[config.mk]
export PLATFORM = sky130hd
export DESIGN_NAME = toggle_event_receiver
export DESIGN_NICKNAME = d
export VERILOG_FILES = /design/src/rtl/toggle_event_receiver.sv
export SDC_FILE = /design/constraint.sdc
export NUM_CORES = 1
export LEC_CHECK = 0
export CAP_MARGIN = 20
export CORE_AREA = 5 5 42 44
export DETAILED_ROUTE_END_ITERATION = 7
export DIE_AREA = 0 0 47 49
export SETUP_SLACK_MARGIN = 0.1
export SYNTH_ARGS = -nofsm -noshare
export SYNTH_HDL_FRONTEND = slang
export SYNTH_SLANG_ARGS = --single-unit
[constraint.sdc]
create_clock -name clk -period 1.1 [get_ports clk]
set_input_delay 0.11 -clock clk [delete_from_list [all_inputs] [get_ports clk]]
set_output_delay 0.11 -clock clk [all_outputs]
set_load 0.02 [all_outputs]
[src/rtl/toggle_event_receiver.sv]
// Receive end of a two-phase toggle link: synchronizes tog_in, decodes each flip into a valid/ready event,
// returns a toggle acknowledge per accepted event and flags overruns. Optional statistics under TOGGLE_RX_STATS_EN.
module toggle_event_receiver #(
  parameter int SYNC_STAGES = 2,
  parameter int CNT_W       = 8
) (
  input  logic             clk,
  input  logic             rst_n,
  input  logic             tog_in,
  output logic             evt_valid,
  input  logic             evt_ready,
  output logic             tog_ack,
  output logic             ovf,
  input  logic             ovf_clr,
  output logic [CNT_W-1:0] evt_cnt,
  output logic [CNT_W-1:0] drop_cnt
);

  typedef enum logic {
    ST_IDLE = 1'b0,
    ST_PEND = 1'b1
  } state_e;

  logic [SYNC_STAGES-1:0] sync_q;
  logic                   ref_q;
  logic                   edge_s;
  state_e                 state_q;
  logic                   ack_q;
  logic                   ovf_q;
  logic                   accept_s;
  logic                   overrun_s;

  // Synchronizer chain plus edge-reference flop; sync_q[0] takes the raw line.
  always_ff @(posedge clk) begin
    if (!rst_n) begin
      sync_q <= '0;
      ref_q  <= 1'b0;
    end else begin
      sync_q <= {sync_q[SYNC_STAGES-2:0], tog_in};
      ref_q  <= sync_q[SYNC_STAGES-1];
    end
  end

  assign edge_s    = sync_q[SYNC_STAGES-1] ^ ref_q;
  assign accept_s  = (state_q == ST_PEND) && evt_ready;
  assign overrun_s = (state_q == ST_PEND) && !evt_ready && edge_s;

  // Event FSM with registered acknowledge and sticky overrun flag; a new edge during an accept re-arms PEND.
  always_ff @(posedge clk) begin
    if (!rst_n) begin
      state_q <= ST_IDLE;
      ack_q   <= 1'b0;
      ovf_q   <= 1'b0;
    end else begin
      case (state_q)
        ST_IDLE: begin
          if (edge_s) state_q <= ST_PEND;
          else        state_q <= ST_IDLE;
        end
        ST_PEND: begin
          if (evt_ready && !edge_s) state_q <= ST_IDLE;
          else                      state_q <= ST_PEND;
        end
        default: state_q <= ST_IDLE;
      endcase
      if (accept_s) ack_q <= ~ack_q;
      else          ack_q <= ack_q;
      if (overrun_s)    ovf_q <= 1'b1;
      else if (ovf_clr) ovf_q <= 1'b0;
      else              ovf_q <= ovf_q;
    end
  end

  assign evt_valid = (state_q == ST_PEND);
  assign tog_ack   = ack_q;
  assign ovf       = ovf_q;

`ifdef TOGGLE_RX_STATS_EN
  logic [CNT_W-1:0] evt_cnt_q;
  logic [CNT_W-1:0] evt_cnt_d;
  logic [CNT_W-1:0] drop_cnt_q;
  logic [CNT_W-1:0] drop_cnt_d;

  // evt_cnt wraps; drop_cnt saturates at all-ones.
  always_comb begin
    evt_cnt_d  = evt_cnt_q;
    drop_cnt_d = drop_cnt_q;
    if (edge_s) evt_cnt_d = evt_cnt_q + CNT_W'(1);
    else        evt_cnt_d = evt_cnt_q;
    if (overrun_s && (drop_cnt_q != {CNT_W{1'b1}})) drop_cnt_d = drop_cnt_q + CNT_W'(1);
    else                                            drop_cnt_d = drop_cnt_q;
  end

  // Statistics registers.
  always_ff @(posedge clk) begin
    if (!rst_n) begin
      evt_cnt_q  <= '0;
      drop_cnt_q <= '0;
    end else begin
      evt_cnt_q  <= evt_cnt_d;
      drop_cnt_q <= drop_cnt_d;
    end
  end

  assign evt_cnt  = evt_cnt_q;
  assign drop_cnt = drop_cnt_q;
`else
  assign evt_cnt  = '0;
  assign drop_cnt = '0;
`endif

endmodule
Fig. 1: run 1, gate families picked out
(8 px per um)
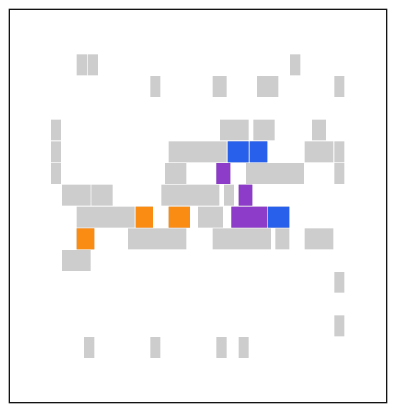
| family | colour | cells |
|---|---|---|
| NAND gates | blue | 3 |
| AND and OR gates | orange | 3 |
| inverting AOI/OAI gates | purple | 3 |
Non-Filler Instances: 61
Comb area share: 0.3838
most frequent logic cell in the layout: conb_1

Fig. 2: run 1, pin placement
(8 px per um) Pins as bars across the die edge, other pins in grey.
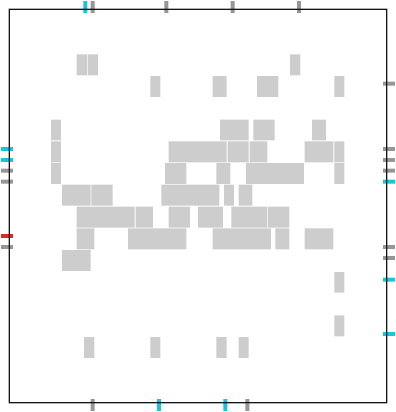
| port | colour | pins | direction | edge |
|---|---|---|---|---|
| `rst_n` | red | 1 | input | left |
| `evt_cnt` | cyan | 8 | output | 3 right, 2 left, 2 bottom, 1 top |
all pins by edge: 9 right, 6 left, 5 top, 4 bottom
Port-buffer cells: 7
Die Ht: 49 um
Die X: 47 um

==> job_summary.md, run 1 <==
### Metrics collected by this job

| Metric | Value |
|---|---|
| DIE AREA | `0.002303 mm2` |
| Mux area share | `0` |
| Routability Congestion | `0.6681` |
| Async SR Flop Fraction | `0` |
| Leak | `0.0001794 uW` |
| Number of enable flip-flop cells | `0` |
| 1st-pass router iterations | `2` |
| Core area | `0.001401 mm2` |
| Vias per cell | `3.328` |
| Clock Sink Count | `6` |
| Area figure in the yosys stat output | `330.3 um2` |
| Clock root buffer | `clkbuf_4` |
| Pin count of the biggest net entering global routing | `6` |
| Status | `completed` |
| Sum Neg Setup Slack | `0 ns` |
| Combinational share of power | `0.176` |
| Fin. max-slew vios | `0` |
| Peak supply drop | `555.9 uV` |
| Crit path arrival time | `0.74 ns` |
| Largest delay share family, worst path | `flip-flops` |
| Vias post-DR | `203` |
| Antenna Cells | `0` |
| Flop-to-flop setup slack | `0.28 ns` |
| Final Hold Viols | `0` |
| Boundary pin count | `24` |
| Type of the worst setup path | `reg2out` |
| Aoi share | `0.09848` |
| WL/cell | `7.705 um` |
| RSZ-0062 raised after global routing | `no` |
| Register share after synthesis | `0.3636` |
| Row Count | `14` |
| Worst slack at placement | `0.03377 ns` |
| Basic Gates by Area | `0.1250` |
| Synth Instances | `35` |
| Ys flops | `6` |
| Total CTS buffers | `3` |
| OpenROAD warning count | `27` |
| Layout Nets | `52` |
| Top post-synthesis cells by count | `16 x buf_4, 6 x dfxtp_1, 2 x a21oi_1, 2 x and2_1, 2 x nand3b_1` |
Fig. 3: run 1, clock distribution
(10 px per um)
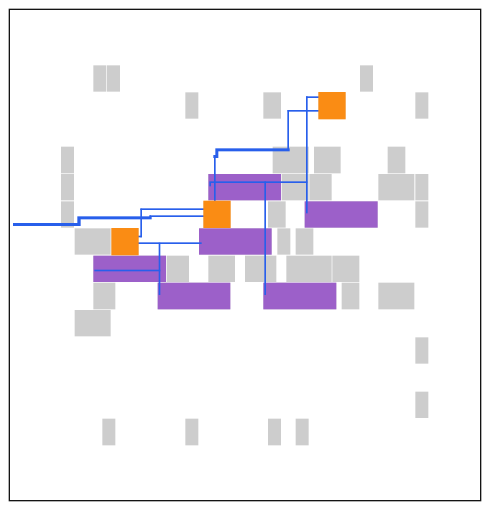
[flip-flops] purple | count: 6
[cells driving clock nets] orange | count: 3
[clock wires] blue | length: 108 um
flops lie: centre
routed clock nets: 4
Worst Skew: 0.006669 ns
clock network power share: 0.386
later-pin clock latency in the skew report: 0.24 ns
Clock Power: 202 uW

-- run 1: area by class of cell --
type                       count  area (um2)
fill                         165        1030
multi-input combinational     27       142.6
sequential                     6       120.1
timing repair buffer           8       62.56
clock buffer                   3       22.52
tap                           16       20.02
inverter                       1       3.754
-- run 1: timing repair --
action                                  in CTS  in global routing
buffers inserted                             0                  0
endpoints found under the setup margin       3                  3
hold buffers                                 0                  0
gates resized                                7                  3
endpoints found under the hold margin        0                  0
-- run 1: routing by layer --
metal,share of wire,vias to the layer above,wire [um],GRT usage
li1,-,98,-,-
met1,0.34,88,162,0.03761
met2,0.42,17,198,0.04751
met3,0.23,0,108,0.05535
met4,0,0,0,0.04147
met5,0,-,0,0
-- run 1: final timing paths --
check	cells past startpoint	endpoint	from
min	1	sync_q[1]	sync_q[0]
max reg2reg	3	tog_ack	evt_valid
min reg2reg	1	sync_q[1]	sync_q[0]
max	1	evt_valid	evt_valid
-- run 1: logic make-up (layout without fill, tap and decap cells) --
family          Yosys count  count (layout)
buf+inv                  17              12
flops                     6               6
simple gates              6               6
compound gates            4               4
other cells               1              16
xor+xnor                  1               1
-- run 1: per-stage QoR --
step                cell area, um2  cells  total power (uW)    util  hold slack (ns)
global placement             364.1     58             327.9  0.2598           0.4088
CTS                          387.9     61             542.1  0.2768           0.4231
finish                       371.6     61             524.3  0.2652           0.4212
floorplan                    386.6     50             343.8       -           0.2317
detailed placement           364.1     58             328.5  0.2598           0.4129
global route                 371.6     61             562.6  0.2652           0.4454
-- run 1: power by group through the flow --
stage,combinational (uW),sequential [uW],clock [uW]
final,92.5,230,202
after global routing,99.7,230,233
after CTS,93.4,230,219
after detailed placement,94.7,234,0
after global placement,94.4,234,0
after floorplan,105,239,0
-- run 1: state kept, by name, summed over array words and instances, names as in the netlist --
signal and cells:
evt_valid 1, ref_q 1, sync_q 2, ovf 1, tog_ack 1
-- run 1: cell usage in the layout, fill, tap and decap left out --
cell	n
dfxtp_1	6
a21bo_2	1
buf_4	1
buf_2	1
a21oi_1	2
xnor2_1	1
clkbuf_4	3
nand3b_1	2
conb_1	16
o31ai_2	1
and2_1	2
clkbuf_2	2
and2_2	1
clkdlybuf4s50_1	4
nand2b_1	1
inv_1	1
Fig. 4: run 1, signal wires by layer
(6 px per um) Only two layers are drawn.
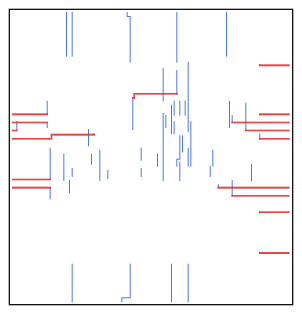

--- run 2 (diff from run 1) ---
Clock period 1.1 ns to 0.83 ns, I/O delays scaled along.
Fig. 5: run 2, signal wires by layer
(6 px per um) Only two layers are drawn.
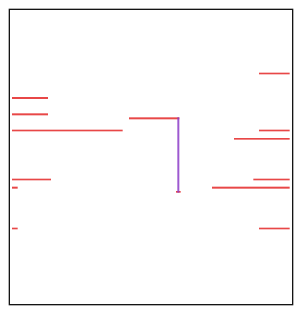
| layer | colour | wire length |
|---|---|---|
| met3 | red | 87.4 um |
| met4 | purple | 12.2 um |
Total Routing Usage GR: 0.04799
WL/cell: 7.629 um
wirelength, routed: 473 um

==> job_summary.md, run 2 <==
### Metrics collected by this job

| Metric | Value |
|---|---|
| Top post-synthesis cells by count | `16 x buf_4, 6 x dfxtp_1, 2 x a21oi_1, 2 x and2_1, 2 x nand3b_1` |
| Routability Congestion | `0.5436` |
| Antenna Cells | `0` |
| Sum Neg Setup Slack | `0 ns` |
| Later-pin clock latency in the skew report | `0.24 ns` |
| Largest delay share family, worst path | `flip-flops` |
| Most numerous logic cells after layout | `16 x conb_1, 5 x dfxtp_2, 3 x clkbuf_4, 3 x clkdlybuf4s50_1, 3 x buf_6` |
| Fin. max-slew vios | `0` |
| Vias per cell | `3.371` |
| Non-Filler Instances | `62` |
| Async SR Flop Fraction | `0` |
| Max reg flops | `2` |
| Crit path arrival time | `0.71 ns` |
| Register share after synthesis | `0.3636` |
| OpenROAD warning count | `29` |
| Clock Sink Count | `6` |
| Clock root buffer | `clkbuf_4` |
| Total CTS buffers | `3` |
| Status | `completed` |
| Area figure in the yosys stat output | `330.3 um2` |
| Synth Instances | `35` |
| Worst Skew | `0.003954 ns` |
| Die X | `47 um` |
| Number of enable flip-flop cells | `0` |
| Layout Nets | `53` |
| Core area | `0.001401 mm2` |
| Layout Utilization | `0.3036` |
| Top reg by flops | `sync_q` |
| Vias post-DR | `209` |
## run 2: netlist changes by cell type in the layout (fill, tap and decap cells not counted), moves of 2 or more
cell	delta
clkbuf_2	-2
dfxtp_1	-5
a21oi_2	+2
dfxtp_2	+5
a21oi_1	-2
buf_6	+3
## run 2: timing repair
action | CTS | global route
hold endpoints to repair | 0 | 0
resized | 22 | 4
buffers inserted | 0 | 0
endpoints found under the setup margin | 6 | 6
pin swaps | 2 | 1
## run 2: stage by stage
step	hold WS [ns]	area [um2]	setup WS, ns
floorplan	0.2047	389.1	0.06897
global placement	0.4092	374.1	-0.1878
detailed placement	0.4154	374.1	-0.2158
CTS	0.2534	411.6	0.02317
global route	0.2732	425.4	0.002997
finish	0.2537	425.4	0.03781
## run 2: kinds of logic (layout without fill, tap and decap cells)
group,after synthesis,count (layout),share of synthesized area
AND-OR/OR-AND,4,4,0.09848
XOR/XNOR,1,1,0.02652
buffers and inverters,17,13,0.3750
flip-flops,6,6,0.3637
other,1,16,0.01135
AND/OR/NAND/NOR,6,6,0.1250
## run 2: path summary, 6_finish.rpt
path,endpoint,depth (start not counted),from,slack (ns)
max,evt_valid,1,evt_valid,0.04
min,sync_q[1],2,rst_n,0.25
max reg2reg,tog_ack,3,evt_valid,0.05
min reg2reg,sync_q[1],1,sync_q[0],0.42
## run 2: power breakdown
part | leakage, uW | total (uW) | switching (uW) | internal [uW]
sequential | 0.0000513 | 308 | 6.08 | 302
combinational | 0.000134 | 139 | 92.2 | 46.9
clock | 0.0000138 | 272 | 108 | 164
## run 2: layout make-up
class / count / area (um2)
flip-flops and latches: 6 / 126.4
inverters: 1 / 3.754
repair buffers: 9 / 87.58
clock buffers: 3 / 22.52
well taps: 16 / 20.02
fillers: 159 / 975.9
multi-input cells: 27 / 165.2
## run 2: per-layer routing
layer | wire length (um) | vias up | global-route usage
met2 | 224 | 14 | 0.06787
met4 | 12 | 0 | 0.02765
li1 | - | 101 | -
met5 | 0 | - | 0
met1 | 148 | 92 | 0.04204
met3 | 87 | 2 | 0.04797
## run 2: worst reg2reg max path, cell delays in order, from the launching register on
cell and delay, ns:
dfxtp_2 0.32, buf_6 0.11, a21bo_2 0.19, a21oi_2 0.10
No activity file was given, so power comes from the tool's default toggle rates.
